Design sd_dfc_rx_sched, sky130hd; sources not shown.
Fig. 1: I/O nets highlighted
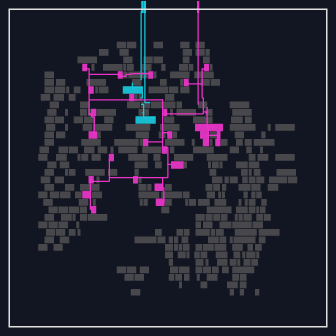
rst -> magenta  # direction input, edge north, end cells 26, buffers 2, wire 280 microns
p_chan -> cyan  # direction output, edge north, end cells 2, buffers 2, wire 79.1 microns
I/O Pins: 77
PortBufs: 76

Fig. 2: drive-strength map
Bar = 20 microns.
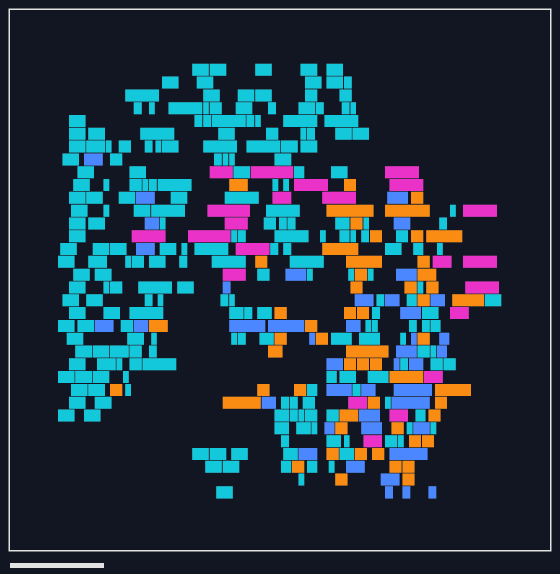
drive 3 to 4 -> orange  # cells 55
drive 2 -> blue  # cells 42
drive 6 and up -> magenta  # cells 22
drive 1 or less -> cyan  # cells 231
nonclk buf count: 131
worst setup margin: 0.235 ns

Fig. 3: wiring by layer
Bar = 20 microns.
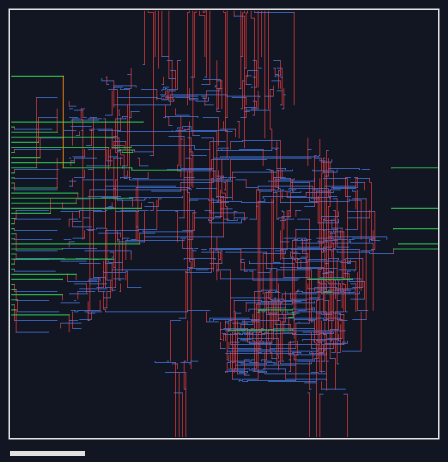
met2 -> red  # wire length 3570 microns
met3 -> green  # wire length 574 microns
met1 -> blue  # wire length 3060 microns
met4 -> orange  # wire length 24.5 microns
All-Layer GR Usage: 10.1%
DR vias: 2181
WL per Instance: 15.8 microns

==> Slide: Implementation Results <==
Implementation Results

Layout
  – Sequential cell area: 423 sq um
  – Logic share of the area: 42.9%
  – Area delta synth->final: 84.7%
  – Share of cells above drive strength 1: 34.0%
  – Filler instances: 874
  – Signal buf overhead: slightly below 40%
  – Registers: 21
  – Most frequent cells in the layout: clkdlybuf4s50_1, buf_4, nand2_1

Power and ir drop
  – Clock Power Share: 6.7%
  – P per Cell Area: 735 nW/um^2
  – P_seq: 0.000371 W
  – Sw Pwr: 0.00115 W
  – Sw frac: 45.0%
  – Post-layout power: 0.00255 W
  – Worst IR Drop VDD: between 0.0002 and 0.00025 V

Yosys
  – # Cells Yosys: 232
  – FFs w/ async S/R, synth: 0%
  – Synth area leader: dfxtp_1
  – Post-Synth AOI/OAI Area: 33.0%
  – Seq share, synth: 22.3%
  – Top-count cell post-synth: nand2_1
  – Synth Instances: 232

Global routing
  – Pin count of the biggest net entering global routing: 22
  – GR peak layer: met2
  – Met1 Use GR: 11.6%
  – Remaining Overflow, GRT: 0
  – Vias in the first global route: 2229
  – Met2 Use GR: 17.5%

Placed design
  – Final GP Congestion: about 0.84

Detailed routing
  – Met3 WL: 574 microns
  – Post-DR vias/cell: 4.76

Floorplanning
  – Core region area: approximately 8700 sq um
  – Die height: 115 microns
  – Core Density at Floorplan: ~22%
  – Std-Cell Rows: 34

Final timing
  – Unrepaired setup endpoints after global routing: true
  – Final hold vios: 0
  – Max_slew headroom: 63.9%
  – Hold slack: 0.405 ns
  – Setup TNS: 0 ns

Clock tree
  – CTS root buffer: clkbuf_8
  – Clk Latency, worst-skew pair: 0.26 ns
  – Hold-fix buffers, CTS: 0

Worst setup path
  – Setup crit end kind: output port
  – CP max stage cell: mux4_2
  – Worst path top cell family by delay: multiplexers
  – CP bufs+invs: 3

Status
  – Status: finished, final reports clean
Power is estimated from default activity; no workload was simulated.
